$ cat src/rtl/stepper_vref_pwm.sv
// Multi-channel stepper Vref PWM: per-channel duty = current x microstep, double-buffered to period boundaries.
// vref is registered 1 clk after the counter/active-duty state; update is accepted in every cycle.
module stepper_vref_pwm #(
    parameter int NCHAN         = 2,
    parameter int CURRENTBITS   = 3,
    parameter int MICROSTEPBITS = 6,
    parameter int PRESCALE      = 1,
    parameter int CENTER        = 0
) (
    input  logic                           clk,
    input  logic                           resetn,
    input  logic                           enable,
    input  logic [NCHAN*CURRENTBITS-1:0]   current,
    input  logic [NCHAN*MICROSTEPBITS-1:0] microstep,
    input  logic                           update,
    output logic                           pending,
    output logic                           period_start,
    output logic [NCHAN-1:0]               vref
);
    localparam int PWMBITS = CURRENTBITS + MICROSTEPBITS;
    localparam int PSW     = (PRESCALE > 1) ? $clog2(PRESCALE) : 1;
    localparam logic [PWMBITS-1:0] MAX     = '1;
    localparam logic [PWMBITS-1:0] ONE     = PWMBITS'(1);
    localparam logic [PSW-1:0]     PS_LAST = PSW'(PRESCALE - 1);

    typedef logic [NCHAN-1:0][PWMBITS-1:0] duty_t;

    logic [PSW-1:0]     presc_q, presc_d;
    logic [PWMBITS-1:0] cnt_q, cnt_d;
    logic               dir_q, dir_d;   // 1 = counting down (center mode only)
    duty_t              stage_q, stage_d, active_q, active_d, duty_in;
    logic               pending_q, pending_d;
    logic               pstart_q, pstart_d;
    logic [NCHAN-1:0]   vref_q, vref_d;
    logic               tick, boundary;

    // Both operands are zero-extended to PWMBITS so the product cannot truncate.
    always_comb begin
        duty_in = '0;
        for (int i = 0; i < NCHAN; i++) begin
            duty_in[i] = {{MICROSTEPBITS{1'b0}}, current[i*CURRENTBITS +: CURRENTBITS]}
                       * {{CURRENTBITS{1'b0}}, microstep[i*MICROSTEPBITS +: MICROSTEPBITS]};
        end
    end

    assign tick     = (presc_q == PS_LAST);
    assign boundary = enable && tick &&
                      ((CENTER != 0) ? (cnt_q == ONE && dir_q) : (cnt_q == MAX));

    always_comb begin
        presc_d   = presc_q;
        cnt_d     = cnt_q;
        dir_d     = dir_q;
        stage_d   = stage_q;
        active_d  = active_q;
        pending_d = pending_q;
        pstart_d  = boundary;
        vref_d    = '0;

        for (int i = 0; i < NCHAN; i++) begin
            vref_d[i] = enable && (cnt_q < active_q[i]);
        end

        if (!enable) begin
            presc_d = '0;
            cnt_d   = '0;
            dir_d   = 1'b0;
        end else if (tick) begin
            presc_d = '0;
            if (CENTER == 0) begin
                cnt_d = cnt_q + ONE;
            end else if (!dir_q) begin
                if (cnt_q == MAX) begin
                    cnt_d = MAX - ONE;
                    dir_d = 1'b1;
                end else begin
                    cnt_d = cnt_q + ONE;
                end
            end else begin
                cnt_d = cnt_q - ONE;
                if (cnt_q == ONE) begin
                    dir_d = 1'b0;
                end
            end
        end else begin
            presc_d = presc_q + 1'b1;
        end

        // An update landing on a boundary bypasses staging; otherwise latest update wins.
        if (update) begin
            stage_d = duty_in;
            if (boundary) begin
                active_d  = duty_in;
                pending_d = 1'b0;
            end else begin
                pending_d = 1'b1;
            end
        end else if (pending_q && (boundary || !enable)) begin
            active_d  = stage_q;
            pending_d = 1'b0;
        end
    end

    always_ff @(posedge clk or negedge resetn) begin
        if (!resetn) begin
            presc_q   <= '0;
            cnt_q     <= '0;
            dir_q     <= 1'b0;
            stage_q   <= '0;
            active_q  <= '0;
            pending_q <= 1'b0;
            pstart_q  <= 1'b0;
            vref_q    <= '0;
        end else begin
            presc_q   <= presc_d;
            cnt_q     <= cnt_d;
            dir_q     <= dir_d;
            stage_q   <= stage_d;
            active_q  <= active_d;
            pending_q <= pending_d;
            pstart_q  <= pstart_d;
            vref_q    <= vref_d;
        end
    end

    assign pending      = pending_q;
    assign period_start = pstart_q;
    assign vref         = vref_q;
endmodule

$ cat config.mk
export PLATFORM = sky130hd
export DESIGN_NAME = stepper_vref_pwm
export DESIGN_NICKNAME = d
export VERILOG_FILES = /design/src/rtl/stepper_vref_pwm.sv
export SDC_FILE = /design/constraint.sdc
export NUM_CORES = 1
export LEC_CHECK = 0
export ABC_AREA = 0
export CAP_MARGIN = 10
export CORE_MARGIN = 5
export CORE_UTILIZATION = 55
export CTS_CLUSTER_SIZE = 24
export DETAILED_ROUTE_END_ITERATION = 8
export MAX_ROUTING_LAYER = met4
export PLACE_DENSITY = 0.76
export SYNTH_ARGS = -nofsm -noshare
export SYNTH_HDL_FRONTEND = slang
export SYNTH_SLANG_ARGS = --single-unit
$ cat constraint.sdc
create_clock -name clk -period 3.3 [get_ports clk]
set_clock_uncertainty 0.1 [all_clocks]
set_input_delay 0.66 -clock clk [delete_from_list [all_inputs] [get_ports clk]]
set_output_delay 0.66 -clock clk [all_outputs]
set_load 0.01 [all_outputs]
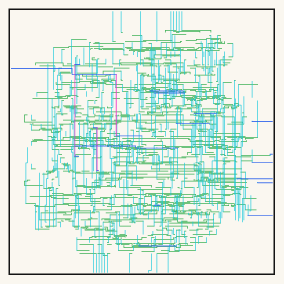
**Above:** run 1 (metal layers overlaid).
(3 px per um)
- green: M1 (wire length 3030 um)
- magenta: M4 (wire length 65.3 um)
- cyan: M2 (wire length 2760 um)
- blue: M3 (wire length 178 um)

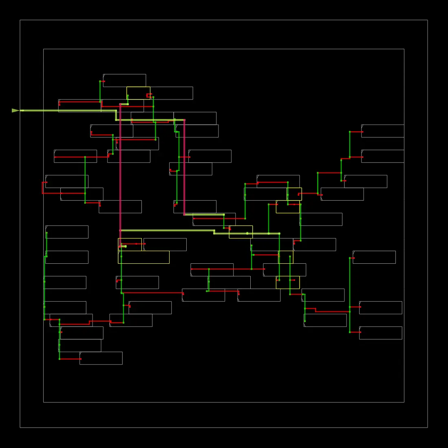
**Above:** run 1 (clock routing).
Late-Pin Clk Latency: 310 ps
Flops: 49

==> flow_summary.yaml, run 1 <==
# synthesis and place-and-route metrics
synth:
  yosys_area_sq_um: 3330
  synth_stat.cells: 328
  synth_seq_share_pct: 36.8
  ys.flops: 49
  synthFlopType: "dfrtp_1"
  yosys.area_share.xor_xnor_pct: 2.10
  synthesis.nets: 394
  ys_top_logic_family: "adder cells"
  aoi_share_pct: 11.1
  postSynthCellCount: 328
  mux_share_pct: 6.87
  synth-edff-count: 0
  synth_area_sq_um: 3330
  synth.distinct_cells: 50
sta:
  finalWorstSetupSlack_ps: 159
  max-slew-margin-rel_pct: 30.1
  finalMaxSlewViolations: 0
  worst_slew_pin_slew_ps: 1050
detailed_routing:
  vias: 2395
  wl_met2_um: 2760
  postRouteAntennaNets: 0
  wl_met1_um: 3030
  wire_per_inst_um: 13.5
  wl_met3_um: 177
  totalWireLength_um: 6030
  drt_iter0_markers: 104
  drt_first_pass_iters: 4
cts:
  root_buffer: "clkbuf_8"
  numCtsBuffers: 5
  ctsHoldBuffers: 0
  h-tree-depth: 2
  postCtsSetupBuffers: 0
  cts_buffer_depth: 2
  cts_tree: "yes"
  clkSinkCount: 49
setup_path:
  r2r_cells: 7
  worst-path-max-fanout: 4
  worstSetupStartpointType: "input port"
  cp.required_ps: 3370
  cp.arrival_ps: 3220
  crit_type: "input port to register"
  end_kind: "register"
  rr_endpoint: "active_q[11]"
  crit_path_end: "active_q[8]"
  rr_startpoint: "cnt_q[3]"
finish:
  layout-drive-gt1-share_pct: 14.2
  area_delta_synth_final_pct: 15.8
  finalCoreUtilization_pct: 65.2
  sh_seq_area_pct: 31.8
  fillCellCount: 491
  n_all_inverters: 35
  dominant-cell-class: "combinational gates"
  lay_top_count: "dfrtp_1"
  comb_cells: 238
  combGateArea_sq_um: 1920
  clk_share_pct: 3.01
  seq_area_sq_um: 1230
global_routing:
  use_met2_pct: 26.4
  antenna_found_initial: 0
  overflow: 0
  grt_pass1_wl_um: 10500
  grt_pass1_vias: 2330
  grt_usage_pct: 17.6
  grt-busiest-layer: "met2"
  gr-usage-met3_pct: 3.20
die:
  die_height_um: 87.9
  rows: 28
  taps: 75
  io_pins: 26
  fp.dieW_um: 87.9
  core_area_sq_um: 5920
  fp_util_pct: 56.3
  dieArea_sq_um: 7720
outcome:
  status: "finished, final reports clean"
power_and_ir_drop:
  total_power_uw: 1680
  p_leak_uw: 0.00193
hold_path:
  hold_end: "stage_q[16]"
placement:
  portBuffers: 25
  place_area_sq_um: 3740
  dp.cells: 439
flow_run:
  warning_count: 26
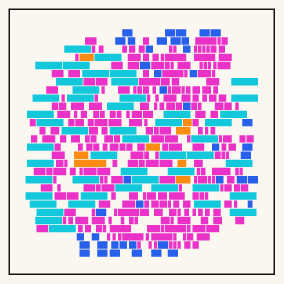
**Above:** run 1 (cell classes on the final placement).
(3 px per um)
- blue: remaining buffers and delay cells (cells 42; share of their area 9.9%)
- magenta: remaining logic cells (cells 273; share of their area 54%)
- cyan: registers (cells 49; share of their area 33%)
- orange: clock drivers and dummy loads (cells 8; share of their area 3.1%)

-- run 1: worst max-delay path, cell delays in order --
cell             delay [ps]
clkdlybuf4s50_1         540
and2_1                  180
fa_1                    420
ha_1                    230
fa_1                    400
a21o_1                  200
a211o_1                 290
a21oi_1                 180
a222oi_1                120
-- run 1: what timing repair did --
| action | 4_1_cts | 5_1_grt |
|---|---|---|
| setup endpoints to repair | 0 | 1 |
| gates resized | 0 | 1 |
| endpoints found under the hold margin | 0 | 0 |
-- run 1: power breakdown --
part           leakage (uW)  total (uW)  switching, uW  internal (uW)
clock network     0.0000591         440            208            231
logic               0.00128         482            235            248
registers          0.000599         754           48.3            706
-- run 1: registers in the layout, summed over array words and instances (netlist names) --
register / flops
period_start: 1
vref: 2
pending: 1
active_q: 18
stage_q: 18
cnt_q: 9
**Run 1: I/O pins on the die edge**

(4 px per um) Pins as bars across the die edge, other pins in gray.
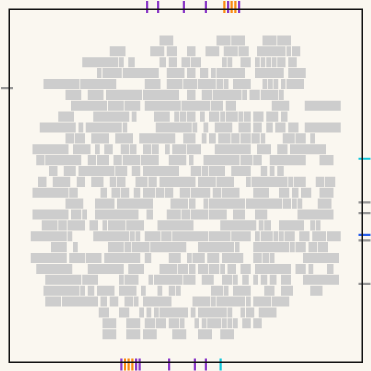

## Run 2: what changed since run 1
--- a/config.mk
+++ b/config.mk
@@ -13,6 +13,7 @@
 export DETAILED_ROUTE_END_ITERATION = 8
 export MAX_ROUTING_LAYER = met4
 export PLACE_DENSITY = 0.76
+export RECOVER_POWER = 50
 export SYNTH_ARGS = -nofsm -noshare
 export SYNTH_HDL_FRONTEND = slang
 export SYNTH_SLANG_ARGS = --single-unit
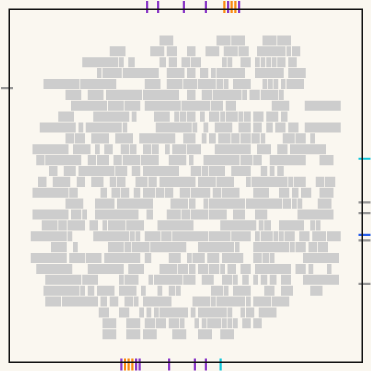
**Above:** run 2 (I/O pins on the die edge).
(4 px per um) Pins as bars across the die edge, other pins in gray.
- purple: `microstep` (pins 12; direction input; edge 6 top, 6 bottom)
- orange: `current` (pins 6; direction input; edge 3 top, 3 bottom)
- blue: `enable` (pins 1; direction input; edge right)
- cyan: `vref` (pins 2; direction output; edge 1 right, 1 bottom)

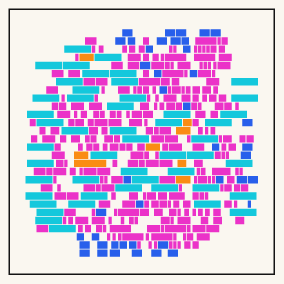
**Above:** run 2 (cell classes on the final placement).
(3 px per um)
- orange: clock drivers and dummy loads (cells 8; share of their area 3.1%)
- magenta: remaining logic cells (cells 273; share of their area 54%)
- blue: remaining buffers and delay cells (cells 42; share of their area 9.9%)
- cyan: registers (cells 49; share of their area 33%)
Post-Layout Inst Area: 3860 sq um
sequential share of cell area: 31.8%

==> flow_summary.yaml, run 2 <==
# synthesis and place-and-route metrics
finish:
  area_delta_synth_final_pct: 15.8
  finalCoreUtilization_pct: 65.2
  flops: 49
  lay_top_count: "dfrtp_1"
  comb_cells: 238
  clk_share_pct: 3.01
  dominant-cell-class: "combinational gates"
  fillCellCount: 492
  biggestRegsByFlops: "active_q: 18 flops, stage_q: 18 flops, cnt_q: 9 flops"
  layout-drive-gt1-share_pct: 14.0
  seq_area_sq_um: 1230
  combGateArea_sq_um: 1920
  num_antenna_cells: 0
setup_path:
  path_cells: "clkdlybuf4s50_1 -> and2_1 -> fa_1 -> ha_1 -> fa_1 -> a21o_1 -> a211o_1 -> a21oi_1 -> a222oi_1"
  r2r_cells: 7
  worstSetupStartpointType: "input port"
  crit_buf_inv: 1
  crit_family: "adder cells"
  cp_slowest_cell: "clkdlybuf4s50_1"
  cp_common_cell: "fa_1"
  crit_path_end: "active_q[8]"
  cp.required_ps: 3370
  worst-path-max-fanout: 4
  rr_startpoint: "cnt_q[3]"
  cp.arrival_ps: 3220
synth:
  ys.flops: 49
  synth_area_sq_um: 3330
  synth_seq_share_pct: 36.8
  synth.distinct_cells: 50
  synth_stat.cells: 328
  synthesis.nets: 394
  aoi_share_pct: 11.1
  yosys.area_share.xor_xnor_pct: 2.10
  yosys_area_sq_um: 3330
  synth-edff-count: 0
  synthFlopType: "dfrtp_1"
power_and_ir_drop:
  internal_power_uw: 1180
  p_leak_uw: 0.00193
  seq_power_share_pct: 45.0
  pg_seq_uw: 754
  p_sw_uw: 492
  maxPowerGroup: "sequential cells"
  p_clk_share_pct: 26.2
  switching_share_pct: 29.3
  comb_power_share_pct: 28.8
global_routing:
  antenna_found_initial: 0
  use_met2_pct: 26.4
  overflow: 0
  grt-busiest-layer: "met2"
  grt_pass1_vias: 2330
die:
  core_area_sq_um: 5920
  fp_util_pct: 56.3
  rows: 28
  io_pins: 26
  die_height_um: 87.9
  dieArea_sq_um: 7720
  fp.dieW_um: 87.9
  taps: 75
detailed_routing:
  drt_first_pass_iters: 4
  wl_met2_um: 2760
  wl_met3_um: 170
  totalWireLength_um: 6030
  wire_per_inst_um: 13.5
  wl_met1_um: 3030
  vias: 2397
  drt_iter0_markers: 104
sta:
  setup_viol: 0
  finalWorstSetupSlack_ps: 159
  worst_slew_pin_slew_ps: 2520
  max-slew-margin-rel_pct: -68.0
  finalMaxSlewViolations: 50
outcome:
  status: "finished with violations"
  violations: "capacitance limit, slew limit"
placement:
  dp.cells: 439
  portBuffers: 25
flow_run:
  cap_violations: 1
  warning_count: 26
cts:
  cts_buffer_depth: 2
  postCtsSetupBuffers: 0
  clkSinkCount: 49
  h-tree-depth: 2
  clk_latency_ps: 310
hold_path:
  hold_end: "stage_q[16]"
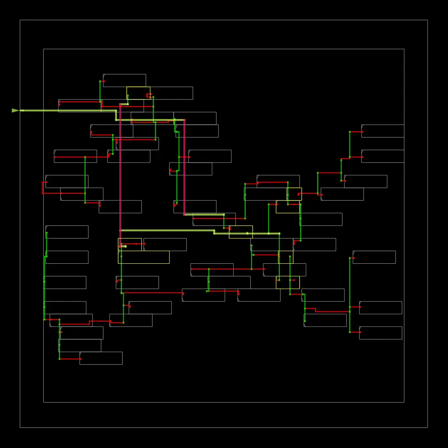
**Above:** run 2 (clock routing).
# clk buffers: 5
Inserted Clock Buffers: 5
power in the clock group: 440 uW

run 2: what timing repair did:
item / CTS / global route
resized: 0 / 1
endpoints found under the setup margin: 0 / 1
hold buffers: 0 / 0
run 2: through the flow:
stage               setup TNS (ps)  instance area, sq um  power, uW
floorplan                        0                  3330       1090
global placement              -329                  3740       1230
detailed placement            -914                  3740       1250
CTS                              0                  3860       1690
global route                     0                  3860       1790
finish                           0                  3860       1680
run 2: cell families (layout without fill, tap and decap cells):
group	count (synthesis)	count (layout)
AOI/OAI and AO/OA	54	54
xor gates and xnor gates	8	8
adders and majority gates	44	44
buffers and inverters	41	85
DFF	49	49
muxes	20	20
and+or+nand+nor	112	112
run 2: worst min-delay path, stage by stage (launching register included):
cell and delay, ps:
dfrtp_1 360, nand2_1 50, o31ai_1 50
Power and IR drop assume default switching activity.
